[src/rtl/booth_seq_ctrl.sv]
// Sequencer for a radix-2 Booth multiplier datapath: issues INIT/ADD/SUB/SHIFT
// commands, tracks Q(-1), and captures the product or flags a missing FIN.
module booth_seq_ctrl #(
   parameter int BIT_LEN   = 4,
   parameter int MAX_SHIFT = 2*BIT_LEN
) (
   input  logic                 clk,
   input  logic                 rst_n,
   input  logic                 start,
   input  logic [BIT_LEN-1:0]   in1,
   input  logic [BIT_LEN-1:0]   in2,
   output logic [BIT_LEN-1:0]   op_a,
   output logic [BIT_LEN-1:0]   op_b,
   output logic [1:0]           state,
   input  logic [1:0]           signal,
   input  logic [2*BIT_LEN-1:0] prod_in,
   output logic                 busy,
   output logic                 done,
   output logic                 err,
   output logic [2*BIT_LEN-1:0] result
);

   localparam logic [1:0] CMD_INIT  = 2'b00;
   localparam logic [1:0] CMD_ADD   = 2'b01;
   localparam logic [1:0] CMD_SUB   = 2'b10;
   localparam logic [1:0] CMD_SHIFT = 2'b11;

   // Counter must reach MAX_SHIFT+1 so the timeout compare never wraps.
   localparam int CW = $clog2(MAX_SHIFT + 2);
   localparam logic [CW-1:0] MAX_CNT = CW'(MAX_SHIFT);

   typedef enum logic [2:0] {
      S_IDLE,
      S_LOAD,
      S_OP,
      S_SHIFT,
      S_DONE
   } fsm_t;

   fsm_t          fsm;
   fsm_t          dec_fsm;
   logic [1:0]    dec_cmd;
   logic          qm1;
   logic [CW-1:0] shift_cnt;
   logic [CW-1:0] cnt_nxt;

   assign cnt_nxt = shift_cnt + CW'(1);

   // Booth pair {B[0], Q(-1)} picks the next command.
   always_comb begin
      dec_fsm = S_SHIFT;
      dec_cmd = CMD_SHIFT;
      case ({signal[1], qm1})
         2'b10: begin
            dec_fsm = S_OP;
            dec_cmd = CMD_SUB;
         end
         2'b01: begin
            dec_fsm = S_OP;
            dec_cmd = CMD_ADD;
         end
         default: begin
            dec_fsm = S_SHIFT;
            dec_cmd = CMD_SHIFT;
         end
      endcase
   end

   always_ff @(posedge clk or negedge rst_n) begin
      if (!rst_n) begin
         fsm       <= S_IDLE;
         state     <= CMD_INIT;
         op_a      <= '0;
         op_b      <= '0;
         result    <= '0;
         busy      <= 1'b0;
         done      <= 1'b0;
         err       <= 1'b0;
         qm1       <= 1'b0;
         shift_cnt <= '0;
      end else begin
         done <= 1'b0;
         case (fsm)
            S_IDLE: begin
               state <= CMD_INIT;
               if (start) begin
                  fsm       <= S_LOAD;
                  op_a      <= in1;
                  op_b      <= in2;
                  busy      <= 1'b1;
                  qm1       <= 1'b0;
                  shift_cnt <= '0;
                  err       <= 1'b0;
               end
            end
            S_LOAD: begin
               fsm   <= dec_fsm;
               state <= dec_cmd;
               if (dec_fsm == S_SHIFT) qm1 <= signal[1];
            end
            S_OP: begin
               fsm   <= S_SHIFT;
               state <= CMD_SHIFT;
               qm1   <= signal[1];
            end
            S_SHIFT: begin
               shift_cnt <= cnt_nxt;
               if (signal[0]) begin
                  fsm    <= S_DONE;
                  state  <= CMD_INIT;
                  done   <= 1'b1;
                  result <= prod_in;
               end else if (cnt_nxt > MAX_CNT) begin
                  fsm   <= S_DONE;
                  state <= CMD_INIT;
                  done  <= 1'b1;
                  err   <= 1'b1;
               end else begin
                  fsm   <= dec_fsm;
                  state <= dec_cmd;
                  if (dec_fsm == S_SHIFT) qm1 <= signal[1];
               end
            end
            S_DONE: begin
               fsm   <= S_IDLE;
               state <= CMD_INIT;
               busy  <= 1'b0;
            end
            default: begin
               fsm   <= S_IDLE;
               state <= CMD_INIT;
               busy  <= 1'b0;
            end
         endcase
      end
   end

endmodule

[config.mk]
export PLATFORM = sky130hd
export DESIGN_NAME = booth_seq_ctrl
export DESIGN_NICKNAME = d
export VERILOG_FILES = /design/src/rtl/booth_seq_ctrl.sv
export SDC_FILE = /design/constraint.sdc
export NUM_CORES = 1
export LEC_CHECK = 0
export ABC_AREA = 1
export CAP_MARGIN = 20
export CORE_MARGIN = 1.5
export CORE_UTILIZATION = 43
export CTS_BUF_LIST = sky130_fd_sc_hd__clkbuf_4
export CTS_CLUSTER_SIZE = 20
export DETAILED_ROUTE_END_ITERATION = 16
export PLACE_DENSITY_LB_ADDON = 0.1
export SYNTH_ARGS = -nofsm -noshare
export SYNTH_HDL_FRONTEND = slang
export SYNTH_SLANG_ARGS = --single-unit
[constraint.sdc]
create_clock -name clk -period 1.8 [get_ports clk]
set_input_delay 0.36 -clock clk [delete_from_list [all_inputs] [get_ports clk]]
set_output_delay 0.36 -clock clk [all_outputs]
set_load 0.02 [all_outputs]
==> impl_metrics.py <==
# Generated from Yosys and OpenROAD reports
metrics = {
    "timing": {
        "relative_slew_slack": 0.739,
        "unrepaired_setup_endpoints_after_global_routing": "no",
        "fmax_mhz": 602,
        "timing.hold.ws_ns": 0.409,
        "finalCritPeriodShare": 0.922,
        "final_setup_viols": 0,
        "finalHoldViolCount": 0,
        "worst-slew-pin-transition_ns": 0.391,
        "worst_clock_skew_ns": 0.00642,
    },
    "cells_and_area": {
        "flop_area_sq_um": 726,
        "drive_gt1_frac": 0.0980,
        "seq_cell_count": 29,
        "seq_share": 0.393,
        "layout_top_cells": "57 x nand2_1, 41 x clkdlybuf4s50_1, 29 x dfrtp_1",
        "clock_cell_area_share": 0.0231,
        "combGateArea_sq_um": 522,
        "comb_area_frac": 0.283,
        "signal_buffer_area_fraction": 0.239,
        "largest_register_ffs": 8,
        "registers.top_by_ff_count": "result",
        "stdcell_area_sq_um": 1840,
        "non_clock_inverter_count": 15,
        "final.fill_count": 287,
        "fin_util": 0.609,
        "top_area_cell_class": "flip-flops and latches",
        "diodes": 0,
        "signal_buffers": 45,
        "clock_buffers": 5,
        "lay_top_count": "nand2_1",
        "synthToLayoutAreaGrowth_pct": 36.2,
        "multiInputCombCellCount": 109,
    },
    "logic_synthesis": {
        "syn_area_per_cell_sq_um": 8.51,
        "netlist.top_cell.by_area": "dfrtp_1",
        "synth.ff_latch_count": 29,
        "asyncSetResetFlopFracSynth": 1.00,
        "count_of_instantiated_cells_in_the_yosys_netlist": 159,
        "ys_chip_area_sq_um": 1350,
        "top_cells_by_area": "dfrtp_1 54%, nand2_1 16%, nand3_1 9.2%",
        "synth_largest_type_area_fraction": 0.536,
        "simple_gate_area_frac": 0.339,
        "yosys_warnings": 0,
        "mappedNetlistArea_sq_um": 1350,
        "synth-compound-area-share": 0.0185,
        "synth_sequential_area_ratio": 0.536,
        "synth.top_cells.by_count": "57 x nand2_1, 29 x dfrtp_1, 25 x nand3_1, 12 x inv_1",
        "synth-edff-count": 0,
        "xor_area_frac": 0,
        "yosys_most_used_dff": "dfrtp_1",
    },
    "worst_setup_path": {
        "rr_worst_depth": 8,
        "destination_of_the_critical_timing_path": "busy",
        "r2r_start": "fsm[2]",
        "worst_ep_arrival_time_ns": 1.30,
        "startpoint_type": "register",
        "cp_num_buf_inv": 1,
        "crit_path_max_incr_delay_ns": 0.62,
        "critical_path.max_fanout": 2,
        "worstPathRequired_ns": 1.44,
        "timing.critical_path.max_delay_family": "buffers and inverters",
    },
    "power_and_ir_drop": {
        "post-layout-total-power_mw": 3.09,
        "powerClk_uw": 338,
        "switchingPower_mw": 1.32,
        "p_seq_mw": 1.15,
        "power.largest_group": "combinational cells",
        "worst_case_vdd_ir_drop_mv": 0.829,
        "cellLeakagePower_nw": 0.954,
        "power.density_cell_area_nw_per_um2": 1680,
        "power_report.internal_total_mw": 1.77,
        "power_switching_share": 0.427,
    },
    "drt": {
        "vias_per_cell": 4.75,
        "m1WireLength_microns": 1130,
        "post_drt_wl_per_cell_microns": 11.2,
        "drt_iter0_drc": 74,
        "drt.antenna.violating_nets": 0,
        "met3_wirelength_microns": 164,
        "dr_total_vias": 1177,
        "top_layer": "met4",
        "met2RoutedLength_microns": 1440,
    },
    "grt": {
        "met2_track_demand_over_resource_in_global_routing": 0.329,
        "groute.layer.met3.usage": 0.0742,
        "grt_use_met1": 0.216,
        "globalRoute.totalOverflow": 0,
        "grt-busiest-layer": "met2",
        "grt_first_pass_wirelength_microns": 4910,
        "grt_usage": 0.191,
        "initial_antenna_violation_count": 0,
    },
    "hold_path": {
        "hold_path_class": "in -> async",
    },
    "clock_tree": {
        "cts.repair.resized": 0,
        "cts.clk_slew.worst_paths_ns": 0.08,
        "clock_sinks": 29,
        "cts-root-buf": "clkbuf_4",
    },
    "placed_design": {
        "place_congestion": 0.851,
        "post-place-cells": 242,
    },
    "job": {
        "maxCapViolCount": 0,
        "log.warning_count": 27,
    },
    "floorplan": {
        "chip_area_sq_um": 3490,
        "tap_cells": 44,
        "io_pins": 42,
    },
    "run_status": {
        "outcome": "finished clean",
    },
}
Figure 1. Cells colored by class.
The bar under the picture is 20 microns long. Fill, decap, tap and diode cells in gray.
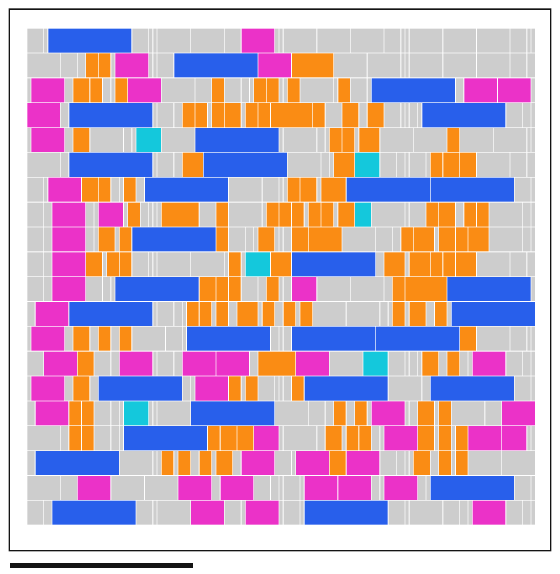
[orange] combinational and other logic | cells: 124
[blue] sequential cells | cells: 29
[magenta] remaining buffers and delay cells | cells: 45
[cyan] clock drivers and dummy loads | cells: 6

Figure 2. Cell area per tile.
12 x 12 tiles, from black (low) to pale yellow (high), 0 to 100% covered.
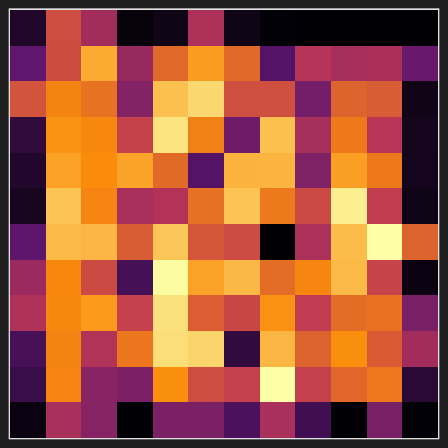
fullest tile: 100%
nearly empty tiles: 6.9%
tiles over 75% full: 23%
densest ninth of the die: center
emptiest ninth of the die: north-east
mean over tiles: 51%
effective utilization at floorplan: 0.447
Placeable Area: 3030 sq um

